Figure 1. PDN straps and rails.
Bar = 50 um. Pins as bars on the die edge. Tap cells in grey.
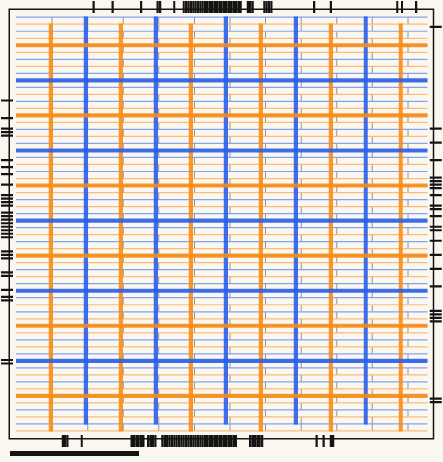
Figure 2. M4 wires.
Cells faint in the background.
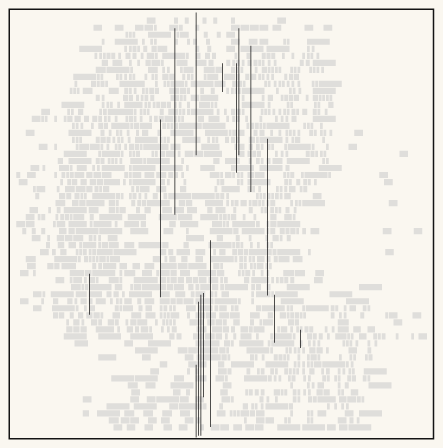
Figure 3. Routing congestion.
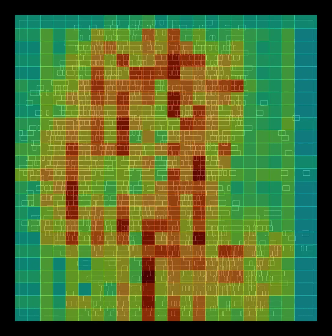
Design rgb2gray_frame_sequencer, sky130hd; sources not shown.
==> notes.md <==
run metrics: Comb gates=847, post-synthesis cell count=1121, combinational share of cell area=0.425, Commonest Layout Cell=nand2_1, Final min period=approximately 1900 ps, Seq pwr share=0.214, largest net degree at the start of global routing=54, Critical Path Stages=8, R2R depth=14, sequential cell count=roughly 90, combinational fraction of design power=0.698, CP max FO=6, flops & latches, synth=91, area fraction in mux cells=0.0157, slowest cell delay on critical path=approximately 460 ps, Non-clock buffers=283, Worst R2R Setup Slack=-100 ps, slowest CP cell=dfrtp_2, Worst Max-Slew Pin Slew=around 440 ps, DRC viols=0, Pre-Repair DR Iteration Count=5, Reg clk slew, reported paths=70 ps, clock skew=a little over 10 ps, grt ovf=0, dpl hpwl=roughly 19 mm, Rows=just under 60, clock power share=0.089, sequential cell area=roughly 2300 um^2, n_diodes=1, yosys aoi share=0.128, synthesized area=between 7000 and 8000 um^2, Critical Path AT=between 1500 and 2000 ps, Mapped Nets=1226, final net count=around 1500, top sig layer=met4, clk_lat worst skew=roughly 360 ps, initial antenna violation count=1, layout cell share with drive strength beyond 1=0.254, CP Buf/Inv Count=4, setup_tns=-2300 ps, met2 wire len=roughly 13 mm, Clock Root Buffer=clkbuf_16, placed cell area=between 9000 and 10000 um^2, Tap Cells=335, Top power group=combinational cells, kind of cell adding the most delay to the critical path=buffers and inverters, sequential share of the synthesized area=0.325, die area=27200 um^2, H-tree Lvls=3, comb area leader=simple AND/OR/NAND/NOR gates, Top-area cell share=0.325, Main synth FF type=dfrtp_1, Overall Power=roughly 0.021 W, fin util=0.431, Sw Pwr=roughly 0.01 W, Cell Chain, Critical Path=nor2_4, nand2_2, nand2_4, inv_4, buf_12, buf_12, o22ai_1, buf_2, Sink Count=roughly 91, post-synthesis area per instance=roughly 6.2 um^2, tool warnings=30, adder share=0.00893, CP startpoint kind=register, fill cell count=2599, slew margin rel.=0.702, P_leak=between 5 and 6 nW, met3 Use GR=0.0235, fin cells=around 1700, first-pass GRT wire length=around 41 mm, synth cell count leaders=304 x nand2_1, 203 x nor2_1, 126 x inv_1, Gate Area=roughly 4700 um^2, clock buffers=14, Crit. End Element=primary output, Post-synth EDFFs=0, simple share=0.393, Sw Share=0.473, Via density=4.79, hold slack=about 190 ps, Post-CTS Resized=approximately 260, M1 GR Usage=0.258, DRT met1 WL=~12 mm, Largest cell class=multi-input combinational cells, TritonCTS clock tree=yes, Setup WS pre-CTS=-306 ps, CTS hold repair buffers=1, I/O Buffers=around 140, seq pwr=~0.0045 W, number of global-route vias before repair=7658, most used cell, CP=buf_12, Setup CP Type=register to primary output, most frequent cells in the layout=281 x nand2_1, 169 x nor2_1, 122 x inv_1, fraction of area in registers=0.207, post-synth top area cell=dfrtp_1, setup bufs post-CTS=27, CTS Buf Count=9, Clock buf/inv share=0.0248, non-clock inverter count in the final layout=around 130, setup ws final=-107 ps, count of distinct cell types in the synthesized netlist=a little over 40, P_comb=0.0147 W, Setup violations, final=between 40 and 50, unrepaired setup endpoints after global routing=yes, outcome=finished, violations left, Syn. warnings=0, period utilization=1.06, yosys cell count=between 1000 and 1500, failing checks=setup timing, Synth-to-Final Area Change=57.6%, ANT nets after route=0, Max Slew Vio Count=0, 1st-iter DRT viols=around 730, clock-net power=approximately 0.0019 W, M2 GR Usage=0.305, final hold vios=0, # IOs=154, DR WL met3=roughly 1.0 mm, Worst Path Required=~1600 ps, Hold Crit Class=primary input to async pin, pwr/cell area=~1900 nW/um^2, max cap viols=0, Max Freq=about 0.52 GHz, Layout non-clock buf frac=0.258, Async SR Flop Fraction=1.00, routability congestion estimate=between 0.8 and 0.9, fin area=between 10000 and 15000 um^2, top cells, area=dfrtp_1 33%, nand2_1 16%, nor2_1 11%, Synth top cell by count=nand2_1, Max Buffers Root-to-Sink=2, internal power=between 0.01 and 0.015 W
Back to the opening pictures, Figure 1:
Orange stands for VSS. Blue stands for VDD.
335 tap cells. 11 straps on met5.
core area: 25600 um^2
Die Span X: 164 um
Worst VDD drop: 0.000637 V
die height: 166 um

Back to the opening pictures, Figure 2:
The longest straight run is 72.1 um. 15 nets have wire on it. The wires run mostly vertical. The layer holds 2.6% of the routed length.
Vias: 8168
WL final: 26.9 mm

Back to the opening pictures, Figure 3:
wire per inst: 15.8 um
overall fraction of global-route tracks in use: 0.187
Top Usage Layer GRT: met2

Power and IR drop assume default switching activity.
